<file path="src/rtl/mips32_pkg.sv">
// Shared constants for the EX stage: op codes, multiply/divide FSM states, iteration count.
package mips32_pkg;

  localparam logic [4:0] OpAdd   = 5'd0;
  localparam logic [4:0] OpSub   = 5'd1;
  localparam logic [4:0] OpAnd   = 5'd2;
  localparam logic [4:0] OpOr    = 5'd3;
  localparam logic [4:0] OpXor   = 5'd4;
  localparam logic [4:0] OpNor   = 5'd5;
  localparam logic [4:0] OpSlt   = 5'd6;
  localparam logic [4:0] OpSltu  = 5'd7;
  localparam logic [4:0] OpSll   = 5'd8;
  localparam logic [4:0] OpSrl   = 5'd9;
  localparam logic [4:0] OpSra   = 5'd10;
  localparam logic [4:0] OpLui   = 5'd11;
  localparam logic [4:0] OpMult  = 5'd12;
  localparam logic [4:0] OpMultu = 5'd13;
  localparam logic [4:0] OpDiv   = 5'd14;
  localparam logic [4:0] OpDivu  = 5'd15;
  localparam logic [4:0] OpMfhi  = 5'd16;
  localparam logic [4:0] OpMflo  = 5'd17;

  typedef logic [1:0] md_state_t;
  localparam md_state_t StIdle = 2'd0;
  localparam md_state_t StBusy = 2'd1;
  localparam md_state_t StDone = 2'd2;

  localparam int unsigned MdIters    = 32;
  localparam logic [4:0]  MdLastIter = 5'(MdIters - 1);

  function automatic logic [31:0] abs32(input logic [31:0] v);
    return v[31] ? -v : v;
  endfunction

endpackage

</file>
<file path="src/rtl/ex_stage_if.sv">
// ID/EX -> EX/MEM bundle; master drives the instruction side, slave is the EX stage.
interface ex_stage_if;
  logic        i_valid;
  logic [31:0] i_busA;
  logic [31:0] i_busB;
  logic [31:0] i_imm32;
  logic [4:0]  i_rd;
  logic        i_alusrc;
  logic [4:0]  i_aluop;
  logic        i_flush;
  logic        o_valid;
  logic [31:0] o_result;
  logic [31:0] o_busB;
  logic [4:0]  o_rd;
  logic        o_stall;

  modport master (
    output i_valid, i_busA, i_busB, i_imm32, i_rd, i_alusrc, i_aluop, i_flush,
    input  o_valid, o_result, o_busB, o_rd, o_stall
  );

  modport slave (
    input  i_valid, i_busA, i_busB, i_imm32, i_rd, i_alusrc, i_aluop, i_flush,
    output o_valid, o_result, o_busB, o_rd, o_stall
  );
endinterface

</file>
<file path="src/rtl/mdu.sv">
// Iterative multiply/divide unit holding HI/LO; 32 BUSY cycles then one DONE write-back.
// Divider hardware is only built when MIPS32_DIV_EN is defined.
module mdu
  import mips32_pkg::*;
(
  input  logic        clk,
  input  logic        rst,
  input  logic        i_start,
  input  logic        i_flush,
  input  logic [4:0]  i_op,
  input  logic [31:0] i_a,
  input  logic [31:0] i_b,
  output logic        o_busy,
  output logic [31:0] o_hi,
  output logic [31:0] o_lo
);

  md_state_t   r_state;
  logic [4:0]  r_cnt;
  logic [63:0] r_acc;
  logic [31:0] r_opd;
  logic        r_neg_q;
  logic [31:0] r_hi;
  logic [31:0] r_lo;

  logic        w_signed;
  logic [31:0] w_abs_a;
  logic [31:0] w_abs_b;
  logic [32:0] w_mul_sum;
  logic [63:0] w_mul_next;
  logic [63:0] w_prod;
  logic [63:0] w_step;

`ifdef MIPS32_DIV_EN
  logic        r_is_div;
  logic        r_neg_r;
  logic [31:0] r_a;
  logic [32:0] w_rem_sh;
  logic        w_ge;
  logic [31:0] w_rem_new;
  logic [63:0] w_div_next;
`endif

  // Signed ops run on magnitudes; the sign is restored at write-back.
  always_comb begin
    w_signed = (i_op == OpMult);
`ifdef MIPS32_DIV_EN
    w_signed = w_signed || (i_op == OpDiv);
`endif
    w_abs_a    = w_signed ? abs32(i_a) : i_a;
    w_abs_b    = w_signed ? abs32(i_b) : i_b;
    w_mul_sum  = {1'b0, r_acc[63:32]} + (r_acc[0] ? {1'b0, r_opd} : 33'd0);
    w_mul_next = {w_mul_sum, r_acc[31:1]};
    w_prod     = r_neg_q ? -r_acc : r_acc;
    w_step     = w_mul_next;
`ifdef MIPS32_DIV_EN
    w_rem_sh   = {r_acc[63:32], r_acc[31]};
    w_ge       = (w_rem_sh >= {1'b0, r_opd});
    w_rem_new  = w_ge ? 32'(w_rem_sh - {1'b0, r_opd}) : w_rem_sh[31:0];
    w_div_next = {w_rem_new, r_acc[30:0], w_ge};
    if (r_is_div) w_step = w_div_next;
`endif
  end

  always_ff @(posedge clk) begin
    if (rst) begin
      r_state <= StIdle;
      r_cnt   <= '0;
      r_acc   <= '0;
      r_opd   <= '0;
      r_neg_q <= 1'b0;
      r_hi    <= '0;
      r_lo    <= '0;
`ifdef MIPS32_DIV_EN
      r_is_div <= 1'b0;
      r_neg_r  <= 1'b0;
      r_a      <= '0;
`endif
    end else if (i_flush) begin
      r_state <= StIdle;
      r_cnt   <= '0;
    end else begin
      case (r_state)
        StIdle: begin
          if (i_start) begin
            r_state <= StBusy;
            r_cnt   <= '0;
            r_neg_q <= w_signed && (i_a[31] ^ i_b[31]);
            r_acc   <= {32'd0, w_abs_b};
            r_opd   <= w_abs_a;
`ifdef MIPS32_DIV_EN
            r_is_div <= (i_op == OpDiv) || (i_op == OpDivu);
            r_neg_r  <= w_signed && i_a[31];
            r_a      <= i_a;
            if ((i_op == OpDiv) || (i_op == OpDivu)) begin
              r_acc <= {32'd0, w_abs_a};
              r_opd <= w_abs_b;
            end
`endif
          end
        end
        StBusy: begin
          r_acc <= w_step;
          r_cnt <= r_cnt + 5'd1;
          if (r_cnt == MdLastIter) r_state <= StDone;
        end
        StDone: begin
          r_state <= StIdle;
`ifdef MIPS32_DIV_EN
          if (r_is_div) begin
            if (r_opd == '0) begin
              r_lo <= '1;
              r_hi <= r_a;
            end else begin
              r_lo <= r_neg_q ? -r_acc[31:0] : r_acc[31:0];
              r_hi <= r_neg_r ? -r_acc[63:32] : r_acc[63:32];
            end
          end else
`endif
          begin
            r_hi <= w_prod[63:32];
            r_lo <= w_prod[31:0];
          end
        end
        default: r_state <= StIdle;
      endcase
    end
  end

  assign o_busy = (r_state != StIdle);
  assign o_hi   = r_hi;
  assign o_lo   = r_lo;

endmodule

</file>
<file path="src/rtl/ex_stage.sv">
// MIPS32 execute stage: single-cycle ALU, EX/MEM output registers and MDU stall.
// Optional divider enabled by MIPS32_DIV_EN.
module ex_stage
  import mips32_pkg::*;
(
  input  logic      clk,
  input  logic      rst,
  ex_stage_if.slave ex_bus
);

  logic        r_valid;
  logic [31:0] r_result;
  logic [31:0] r_busB;
  logic [4:0]  r_rd;

  logic        w_stall;
  logic        w_accept;
  logic        w_md_op;
  logic [31:0] w_opb;
  logic [4:0]  w_shamt;
  logic [31:0] w_alu;
  logic [31:0] w_hi;
  logic [31:0] w_lo;

  assign w_accept = ex_bus.i_valid && !w_stall && !ex_bus.i_flush;

  always_comb begin
    w_md_op = (ex_bus.i_aluop == OpMult) || (ex_bus.i_aluop == OpMultu);
`ifdef MIPS32_DIV_EN
    w_md_op = w_md_op || (ex_bus.i_aluop == OpDiv) || (ex_bus.i_aluop == OpDivu);
`endif
  end

  // Shifts act on rt (i_busB) with the shift amount from the immediate field.
  always_comb begin
    w_opb   = ex_bus.i_alusrc ? ex_bus.i_imm32 : ex_bus.i_busB;
    w_shamt = ex_bus.i_imm32[10:6];
    case (ex_bus.i_aluop)
      OpAdd:   w_alu = ex_bus.i_busA + w_opb;
      OpSub:   w_alu = ex_bus.i_busA - w_opb;
      OpAnd:   w_alu = ex_bus.i_busA & w_opb;
      OpOr:    w_alu = ex_bus.i_busA | w_opb;
      OpXor:   w_alu = ex_bus.i_busA ^ w_opb;
      OpNor:   w_alu = ~(ex_bus.i_busA | w_opb);
      OpSlt:   w_alu = {31'd0, $signed(ex_bus.i_busA) < $signed(w_opb)};
      OpSltu:  w_alu = {31'd0, ex_bus.i_busA < w_opb};
      OpSll:   w_alu = ex_bus.i_busB << w_shamt;
      OpSrl:   w_alu = ex_bus.i_busB >> w_shamt;
      OpSra:   w_alu = $unsigned($signed(ex_bus.i_busB) >>> w_shamt);
      OpLui:   w_alu = {ex_bus.i_imm32[15:0], 16'h0000};
      OpMfhi:  w_alu = w_hi;
      OpMflo:  w_alu = w_lo;
      default: w_alu = 32'd0;
    endcase
  end

  always_ff @(posedge clk) begin
    if (rst) begin
      r_valid  <= 1'b0;
      r_result <= '0;
      r_busB   <= '0;
      r_rd     <= '0;
    end else if (w_accept) begin
      r_valid  <= 1'b1;
      r_busB   <= ex_bus.i_busB;
      r_result <= w_md_op ? 32'd0 : w_alu;
      r_rd     <= w_md_op ? 5'd0 : ex_bus.i_rd;
    end else begin
      r_valid  <= 1'b0;
    end
  end

  mdu u_mdu (
    .clk     (clk),
    .rst     (rst),
    .i_start (w_accept && w_md_op),
    .i_flush (ex_bus.i_flush),
    .i_op    (ex_bus.i_aluop),
    .i_a     (ex_bus.i_busA),
    .i_b     (ex_bus.i_busB),
    .o_busy  (w_stall),
    .o_hi    (w_hi),
    .o_lo    (w_lo)
  );

  assign ex_bus.o_valid  = r_valid;
  assign ex_bus.o_result = r_result;
  assign ex_bus.o_busB   = r_busB;
  assign ex_bus.o_rd     = r_rd;
  assign ex_bus.o_stall  = w_stall;

endmodule
</file>
<file path="src/flat_wrapper.sv">
// flat-port wrapper written by rule: the top's interface ports become plain ports
module ex_stage_flat import mips32_pkg::*;
  (clk, rst, ex_bus_i_valid, ex_bus_i_busA, ex_bus_i_busB, ex_bus_i_imm32, ex_bus_i_rd, ex_bus_i_alusrc, ex_bus_i_aluop, ex_bus_i_flush, ex_bus_o_valid, ex_bus_o_result, ex_bus_o_busB, ex_bus_o_rd, ex_bus_o_stall);
  ex_stage_if ex_bus_i ();
  input  logic clk;
  input  logic rst;
  input wire logic [$bits(ex_bus_i.i_valid)-1:0] ex_bus_i_valid;
  input wire logic [$bits(ex_bus_i.i_busA)-1:0] ex_bus_i_busA;
  input wire logic [$bits(ex_bus_i.i_busB)-1:0] ex_bus_i_busB;
  input wire logic [$bits(ex_bus_i.i_imm32)-1:0] ex_bus_i_imm32;
  input wire logic [$bits(ex_bus_i.i_rd)-1:0] ex_bus_i_rd;
  input wire logic [$bits(ex_bus_i.i_alusrc)-1:0] ex_bus_i_alusrc;
  input wire logic [$bits(ex_bus_i.i_aluop)-1:0] ex_bus_i_aluop;
  input wire logic [$bits(ex_bus_i.i_flush)-1:0] ex_bus_i_flush;
  output wire logic [$bits(ex_bus_i.o_valid)-1:0] ex_bus_o_valid;
  output wire logic [$bits(ex_bus_i.o_result)-1:0] ex_bus_o_result;
  output wire logic [$bits(ex_bus_i.o_busB)-1:0] ex_bus_o_busB;
  output wire logic [$bits(ex_bus_i.o_rd)-1:0] ex_bus_o_rd;
  output wire logic [$bits(ex_bus_i.o_stall)-1:0] ex_bus_o_stall;
  assign ex_bus_i.i_valid = ex_bus_i_valid;
  assign ex_bus_i.i_busA = ex_bus_i_busA;
  assign ex_bus_i.i_busB = ex_bus_i_busB;
  assign ex_bus_i.i_imm32 = ex_bus_i_imm32;
  assign ex_bus_i.i_rd = ex_bus_i_rd;
  assign ex_bus_i.i_alusrc = ex_bus_i_alusrc;
  assign ex_bus_i.i_aluop = ex_bus_i_aluop;
  assign ex_bus_i.i_flush = ex_bus_i_flush;
  assign ex_bus_o_valid = ex_bus_i.o_valid;
  assign ex_bus_o_result = ex_bus_i.o_result;
  assign ex_bus_o_busB = ex_bus_i.o_busB;
  assign ex_bus_o_rd = ex_bus_i.o_rd;
  assign ex_bus_o_stall = ex_bus_i.o_stall;
  ex_stage u_core (.clk(clk), .rst(rst), .ex_bus(ex_bus_i));
endmodule
</file>
<file path="config.mk">
export PLATFORM = sky130hd
export DESIGN_NAME = ex_stage_flat
export DESIGN_NICKNAME = d
export VERILOG_FILES = /design/src/rtl/mips32_pkg.sv /design/src/rtl/ex_stage_if.sv /design/src/rtl/mdu.sv /design/src/rtl/ex_stage.sv /design/src/flat_wrapper.sv
export SDC_FILE = /design/constraint.sdc
export NUM_CORES = 1
export LEC_CHECK = 0
export ABC_AREA = 0
export CAP_MARGIN = 20
export CORE_MARGIN = 5
export CORE_UTILIZATION = 55
export CTS_CLUSTER_SIZE = 10
export DETAILED_ROUTE_END_ITERATION = 10
export PLACE_DENSITY_LB_ADDON = 0.15
export SYNTH_ARGS = -nofsm -noshare
export SYNTH_HDL_FRONTEND = slang
export SYNTH_SLANG_ARGS = --single-unit
</file>
<file path="constraint.sdc">
create_clock -name clk -period 5.24 [get_ports clk]
set_clock_uncertainty 0.05 [all_clocks]
set_input_delay 1.048 -clock clk [delete_from_list [all_inputs] [get_ports clk]]
set_output_delay 1.048 -clock clk [all_outputs]
set_load 0.01 [all_outputs]
</file>
==> Changelog: implementation, run 1 <==
### Implementation results

* Max-cap violations at 0
* IO buf count at 181
* Global-route wire length before repair at 154600 um
* XOR-XNOR Cells, Area Fraction at 0.05669
* Area fraction in compound gates at 0.2954
* Largest fanout on the critical path at 6
* Synth Cell Area at 22710 um2
* Cell count listed in synth_stat.txt at 3034
* Minimum setup slack after placement at 0.01634 ns
* Die Wd at 213.2 um
* Final setup TNS at 0 ns
* Root buffer selected by CTS: sky130_fd_sc_hd__clkbuf_16
* Category of the worst setup path launch point: input port
* DR vias/cell at 6.995
* # resized after CTS at 0
* Most frequent logic cells in the routed design: sky130_fd_sc_hd__nor2_1, sky130_fd_sc_hd__nand2_1, sky130_fd_sc_hd__a21oi_1
* Synth warnings at 0
* Peak Freq at 0.2050 GHz
* RD Place Congestion at 1.086
* Max Root-Sink Buffers at 3
* Placed instance count at 3677
* Hold-fix buffer count after cts at 0
* Outcome: finished, final reports clean
* Internal Power at 3.629 mW
* Top cells by area: sky130_fd_sc_hd__dfxtp_1, sky130_fd_sc_hd__ha_1, sky130_fd_sc_hd__nor2_1
* Total die area at 45460 um2
* Register-to-register path setup slack at 1.14 ns
* Total iterations of the first detailed-routing run at 7
* Crit path required time at 5.63 ns
* Gate count of the mapped netlist at 3034
* Area added between synthesis and finish at 17.15%
* Buffers inserted by post-CTS timing repair at 0
* Switching fraction of total power at 0.3558
* Share of flip-flops with an asynchronous set or reset at 0
* Area share of fa/ha/maj cells after synthesis at 0.08142
* Storage element area at 4766 um2
* Kind of critical path: in2reg
* Leakage power at 10.70 nW
* Core Footprint at 40830 um2
* Leading area contributor after synthesis: sky130_fd_sc_hd__dfxtp_1
* Flop pwr share at 0.330
* Mapped Avg Cell Area at 7.486 um2
* CTS H-tree lvls at 1
* Worst vdd rail ir drop at 289.6 uV
* Num rows at 74
* Die height at 213.2 um
* NetSw at 2.004 mW
* Worst Hold Slack at 0.4015 ns
* Clock tree from TritonCTS: yes
* Commonest cells in the netlist: sky130_fd_sc_hd__nor2_1, sky130_fd_sc_hd__nand2_1, sky130_fd_sc_hd__a21oi_1
* Dominant combinational family: AND-OR/OR-AND gates
* Worst Setup Slack, final at 0.3621 ns
* Number of nets in the layout at 3437
* Shortest clock period the worst path allows after layout at 4.878 ns
* Number of global-route vias before repair at 24430
* Simple-Gate Fraction of Synth Area at 0.2028
* Slew HR at 0.1238
* Share of layout cells above drive strength 1 at 0.1091
* Multi-input gate area in the final layout at 16620 um2
* Comb power frac at 0.313
* Final instance count without filler cells at 3726
* DRC violations left at 0
* Tally of OpenROAD warnings at 100
* Area of the synthesized netlist per yosys stat at 22710 um2
* Top_reg_cell synth: sky130_fd_sc_hd__dfxtp_1
* Number of distinct library cells after synthesis at 82
* Share of the cycle needed by the critical path after routing at 0.9309
* Count of nets left with antenna violations after detail routing at 0
* Detailed placement HPWL at 81690 um
* Seq share, synth at 0.2098
* WP data arrival at 5.27 ns
* Number of flops mapped to enable cells by yosys at 0
* Overflow left after global routing at 0
* Transition time at the pin with the least slew margin at 1.298 ns
* Final setup vio count at 0
* Power density normalized to cell area at 211.7 nW/um2
* Boundary Pins at 182
* Kind of end point of the critical path: register
* Count of fill cells added during filler insertion at 3495
* Starting density of the core at 0.5562
* Leading cell type in the layout, fill and taps excluded: sky130_fd_sc_hd__nor2_1
* Type of the tightest min-delay check: reg2reg
* Count of clock tree sinks at 238
* Proportion of synthesized area in mux cells at 0.09360
* Synthesized registers at 238
* Clock Pin Slew Worst Setup and Hold Paths at 0.06 ns
* RSZ-0062 raised after global routing: false
* Largest net degree at the start of global routing at 93
* Portion of synthesized cell area occupied by the leading cell type at 0.2098
* Final Hold Viols at 0
* Syn nets at 3291
* Initial drt markers at 4055
* Number of antenna violations at the first check in global routing at 5
* Most frequent cell after synthesis: sky130_fd_sc_hd__nor2_1
* Max Transition Viols Final at 0
==> run 1: final timing paths <==
check | from | endpoint | depth (start not counted)
max | ex_bus_i_busB[12] | u_core.ex_bus.o_result[27]$_SDFFE_PP0P_ | 14
min | u_core.u_mdu.r_opd[31]$_SDFFE_PP0P_ | u_core.u_mdu.r_opd[31]$_SDFFE_PP0P_ | 2
max reg2reg | u_core.u_mdu.r_acc[0]$_SDFFE_PP0P_ | u_core.u_mdu.r_acc[60]$_SDFFE_PP0P_ | 12
min reg2reg | u_core.u_mdu.r_opd[31]$_SDFFE_PP0P_ | u_core.u_mdu.r_opd[31]$_SDFFE_PP0P_ | 2
==> run 1: metal layers <==
layer / GRT usage / wire (um) / share of wire
met5: 0 / 32 / 0.00030
met4: 0.2491 / 7739 / 0.073
met3: 0.1199 / 14090 / 0.13
met2: 0.6774 / 44720 / 0.42
met1: 0.5747 / 39290 / 0.37
==> run 1: worst max-delay path: stages <==
cell and delay (ns):
sky130_fd_sc_hd__clkdlybuf4s50_1 0.58, sky130_fd_sc_hd__mux2i_1 0.56, sky130_fd_sc_hd__ha_1 0.29, sky130_fd_sc_hd__buf_4 0.18, sky130_fd_sc_hd__and4_1 0.22, sky130_fd_sc_hd__nand4_1 0.14, sky130_fd_sc_hd__a211oi_1 0.34, sky130_fd_sc_hd__o21ai_0 0.24
sky130_fd_sc_hd__and2_1 0.21, sky130_fd_sc_hd__o31ai_1 0.65, sky130_fd_sc_hd__or3_1 0.20, sky130_fd_sc_hd__a21oi_1 0.06, sky130_fd_sc_hd__a2111oi_0 0.39, sky130_fd_sc_hd__a221oi_1 0.15
==> run 1: state kept, by name, indices dropped and copies added (netlist names) <==
| register | count |
|---|---|
| u_core.u_mdu.r_state | 2 |
| u_core.u_mdu.r_acc | 64 |
| u_core.ex_bus.o_busB | 32 |
| u_core.ex_bus.o_valid | 1 |
| u_core.u_mdu.o_hi | 32 |
| u_core.u_mdu.o_lo | 32 |
| u_core.ex_bus.o_result | 32 |
| u_core.u_mdu.r_neg_q | 1 |
| u_core.u_mdu.r_opd | 32 |
| u_core.u_mdu.r_cnt | 5 |
| u_core.ex_bus.o_rd | 5 |
==> run 1: stage by stage <==
stage,total power [mW],utilization,cell area [um2]
CTS,5.551,0.6502,26550
global placement,3.559,0.6280,25640
global route,5.769,0.6514,26600
detailed placement,3.566,0.6280,25640
floorplan,2.860,-,22710
finish,5.633,0.6516,26610
==> run 1: area by class of cell <==
type                            count  share of cell area
Clock inverter                      6            0.003245
Sequential cell                   238              0.1791
Clock buffer                       37             0.03071
Multi-Input combinational cell   2438              0.6245
Timing Repair Buffer              364              0.1218
Antenna cell                        3           0.0002822
Tap cell                          532             0.02502
Inverter                          108             0.01524
==> run 1: logic make-up (layout without fill, tap and decap cells) <==
group	Yosys count	in the layout
flops	238	238
mux	158	158
compound gates	992	992
simple gates	995	995
buf+inv	358	515
other cells	0	3
xor+xnor	147	147
fa+ha+maj	146	146
==> run 1: power by group through the flow <==
stage	sequential [mW]	combinational [mW]	clock, mW
finish	1.86	1.76	2.01
floorplan	1.90	0.961	0
global placement	1.90	1.66	0
detailed placement	1.90	1.67	0
CTS	1.86	1.68	2.01
global route	1.86	1.83	2.08
Figure 1. The clock network (run 1).
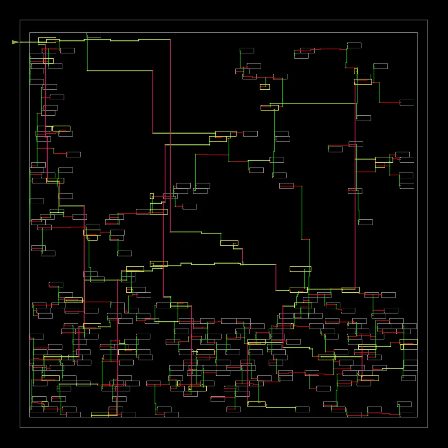
layout clock buffer count: 37
Flops: 238
cts bufs inserted: 30

Figure 2. Wiring by layer (run 1).
(2 px per um)
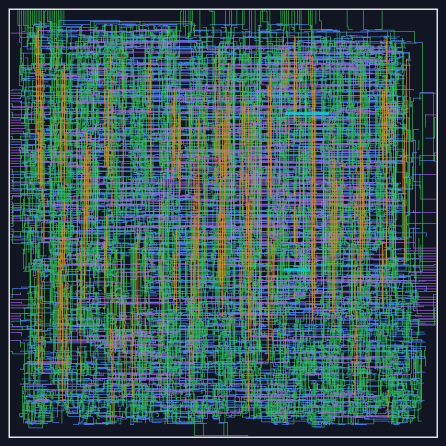
Orange is met4, wire length 7740 um. Cyan is met5, wire length 32.2 um. Green is met2, wire length 44.7 mm. Blue is met1, wire length 39.3 mm. Purple is met3, wire length 14100 um.
routed len/inst: 28.42 um
Routed WL: 105900 um
vias after detailed routing: 26060
Total GRT Usage: 0.4457

Figure 3. Clock distribution (run 1).
(1 px per um)
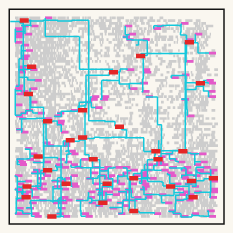
Magenta is flip-flops, count 238. Red is cells driving clock nets, count 30. Cyan is clock wires, length 3820 um.
Position of the flops: all over the die. There are 31 routed clock nets.
clock network fraction of total power: 0.357
latest clock arrival within the worst-skew pair: 0.63 ns
clock network power: 2.01 mW

==> run 1 -> run 2 <==
--- a/config.mk
+++ b/config.mk
@@ -12,6 +12,7 @@
 export CTS_CLUSTER_SIZE = 10
 export DETAILED_ROUTE_END_ITERATION = 10
 export PLACE_DENSITY_LB_ADDON = 0.15
+export SKIP_LAST_GASP = 1
 export SYNTH_ARGS = -nofsm -noshare
 export SYNTH_HDL_FRONTEND = slang
 export SYNTH_SLANG_ARGS = --single-unit
Figure 4. Floorplan with the power grid (run 2).
(2 px per um) Pins as bars on the die edge.
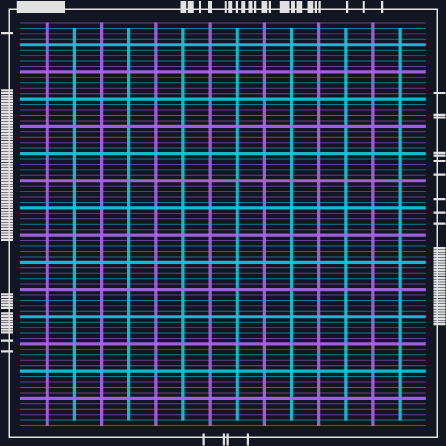
Cyan is VDD. Purple is VSS.
14 straps on met4. 182 signal pins sit on the boundary.
Die Wd: 213.2 um
worst vdd rail ir drop: 289.6 uV
die height: 213.2 um

==> run 2 against run 1 <==
Register-to-register slack about the same. Power unchanged. Combinational power about the same. Hold slack unchanged. Sequential power about the same. Largest power group unchanged. Highest routed layer unchanged.
==> Changelog: implementation, run 2 <==
### Implementation results

* Largest net degree at the start of global routing at 93
* Clock tree from TritonCTS: yes
* Starting density of the core at 0.5562
* Outcome: finished, final reports clean
* Final instance count without filler cells at 3726
* Final Hold Viols at 0
* Synth Cell Area at 22710 um2
* Slowest-stage cell, CP: sky130_fd_sc_hd__o31ai_1
* Area of the synthesized netlist per yosys stat at 22710 um2
* Gate count of the mapped netlist at 3034
* DRC violations left at 0
* Seq share, synth at 0.2098
* WP data arrival at 5.27 ns
* Kind of critical path: in2reg
* Worst Setup Slack, final at 0.3621 ns
* Category of the worst setup path launch point: input port
* Area added between synthesis and finish at 17.15%
* Latest clock arrival within the worst-skew pair at 0.63 ns
* Clock Pin Slew Worst Setup and Hold Paths at 0.06 ns
* Number of flip-flops in the largest register at 64
* Total die area at 45460 um2
* Detailed placement HPWL at 81690 um
* Met2 global-route usage at 0.6774
* Number of distinct library cells after synthesis at 82
* Hold-fix buffer count after cts at 0
* Leakage power at 10.70 nW
* Portion of synthesized cell area occupied by the leading cell type at 0.2098
* Power, Total at 5.633 mW
* DR vias/cell at 6.995
* Transition time at the pin with the least slew margin at 1.298 ns
* Type of the tightest min-delay check: reg2reg
* Total iterations of the first detailed-routing run at 7
* Share of layout cells above drive strength 1 at 0.1091
* Final setup TNS at 0 ns
* Routed WL at 105900 um
* RSZ-0062 raised after global routing: false
* Num rows at 74
* Post-layout util at 0.6516
* Tally of OpenROAD warnings at 100
* Buffers inserted by post-CTS timing repair at 0
* Cts bufs inserted at 30
* Max Root-Sink Buffers at 3
* Number of flops mapped to enable cells by yosys at 0
* Leading cell type in the layout, fill and taps excluded: sky130_fd_sc_hd__nor2_1
* Number of nets in the layout at 3437
* Syn nets at 3291
* Max Transition Viols Final at 0
* Kind of end point of the critical path: register
* Slew HR at 0.1238
* IO buf count at 181
* Share of flip-flops with an asynchronous set or reset at 0
* Core Footprint at 40830 um2
* Root buffer selected by CTS: sky130_fd_sc_hd__clkbuf_16
* Share of the cycle needed by the critical path after routing at 0.9309
* Boundary Pins at 182
* Minimum setup slack after placement at 0.01634 ns
* Met1 capacity usage during global routing at 0.5747
* Number of global-route vias before repair at 24430
* Commonest cells in the netlist: sky130_fd_sc_hd__nor2_1, sky130_fd_sc_hd__nand2_1, sky130_fd_sc_hd__a21oi_1
* Vias after detailed routing at 26060
* Synth warnings at 0
* Number of antenna violations at the first check in global routing at 5
* Final setup vio count at 0
* CP cell instances: clkdlybuf4s50_1 -> mux2i_1 -> ha_1 -> buf_4 -> and4_1 -> nand4_1 -> a211oi_1 -> o21ai_0 -> and2_1 -> o31ai_1 -> or3_1 -> a21oi_1 -> a2111oi_0 -> a221oi_1
* Count of nets left with antenna violations after detail routing at 0
* Critical path buffers and inverters at 2
* Shortest clock period the worst path allows after layout at 4.878 ns
* Most heavily used metal layer in global routing: met2
* Crit path required time at 5.63 ns
* Largest register by flop count: u_core.u_mdu.r_acc
* CTS H-tree lvls at 1
* # resized after CTS at 0
* CP peak stage delay at 0.65 ns
* Met3 global-route usage at 0.1199
* Max-cap violations at 0
* Leading area contributor after synthesis: sky130_fd_sc_hd__dfxtp_1
* Synthesized registers at 238
* Top_reg_cell synth: sky130_fd_sc_hd__dfxtp_1
* Mapped Avg Cell Area at 7.486 um2
* Most frequent cell after synthesis: sky130_fd_sc_hd__nor2_1
* Peak Freq at 0.2050 GHz
* Overflow left after global routing at 0
* Count of clock tree sinks at 238
* Cell count listed in synth_stat.txt at 3034
* Initial drt markers at 4055
* Largest fanout on the critical path at 6
* Global-route wire length before repair at 154600 um
* Total GRT Usage at 0.4457
* CP delay by family, top: AND-OR/OR-AND gates
* Power density normalized to cell area at 211.7 nW/um2
* Most frequent logic cells in the routed design: sky130_fd_sc_hd__nor2_1, sky130_fd_sc_hd__nand2_1, sky130_fd_sc_hd__a21oi_1
* Routed len/inst at 28.42 um
* RD Place Congestion at 1.086
* Placed instance count at 3677
* Top cells by area: sky130_fd_sc_hd__dfxtp_1, sky130_fd_sc_hd__ha_1, sky130_fd_sc_hd__nor2_1
[run 2: area by class of cell]
class,instances,area (um2)
Antenna cell,3,7.507
Sequential cell,238,4766
Multi-Input combinational cell,2438,16620
Timing Repair Buffer,364,3242
Tap cell,532,665.6
Fill cell,3495,14220
Clock inverter,6,86.33
Clock buffer,37,817.0
Inverter,108,405.4
[run 2: path summary, 6_finish.rpt]
check | start | endpoint | slack [ns] | cells after the start
min reg2reg | u_core.u_mdu.r_opd[31]$_SDFFE_PP0P_ | u_core.u_mdu.r_opd[31]$_SDFFE_PP0P_ | 0.40 | 2
min | u_core.u_mdu.r_opd[31]$_SDFFE_PP0P_ | u_core.u_mdu.r_opd[31]$_SDFFE_PP0P_ | 0.40 | 2
max reg2reg | u_core.u_mdu.r_acc[0]$_SDFFE_PP0P_ | u_core.u_mdu.r_acc[60]$_SDFFE_PP0P_ | 1.14 | 12
max | ex_bus_i_busB[12] | u_core.ex_bus.o_result[27]$_SDFFE_PP0P_ | 0.36 | 14
[run 2: kinds of logic after synthesis]
group	after synthesis	synth area share
multiplexers	158	0.09360
XOR/XNOR	147	0.05669
flip-flops	238	0.2098
adder cells (fa/ha/maj)	146	0.08142
buffers and inverters	358	0.06032
AND/OR/NAND/NOR	995	0.2028
AND-OR/OR-AND	992	0.2954
[run 2: per-stage QoR]
stage | area, um2 | hold WS, ns
2_1_floorplan | 22710 | 0.3732
3_3_place_gp | 25640 | 0.3868
3_5_place_dp | 25640 | 0.3916
4_1_cts | 26550 | 0.4007
5_1_grt | 26600 | 0.4293
6_report | 26610 | 0.4015
[run 2: report_power, final]
part / internal, mW / switching, mW
clock: 1.13 / 0.876
combinational: 0.658 / 1.11
sequential: 1.84 / 0.0219
[run 2: per-layer routing]
metal / part of all wire / up-vias
met5: 0.00030 / -
met4: 0.073 / 4
met3: 0.13 / 405
met2: 0.42 / 1913
met1: 0.37 / 12310
li1: - / 11430
[run 2: tightest hold or removal path: stages (launching register included)]
cell                      delay (ns)
sky130_fd_sc_hd__dfxtp_1        0.31
sky130_fd_sc_hd__nand2_1        0.05
sky130_fd_sc_hd__a21oi_1        0.05
Power is estimated from default activity; no workload was simulated.
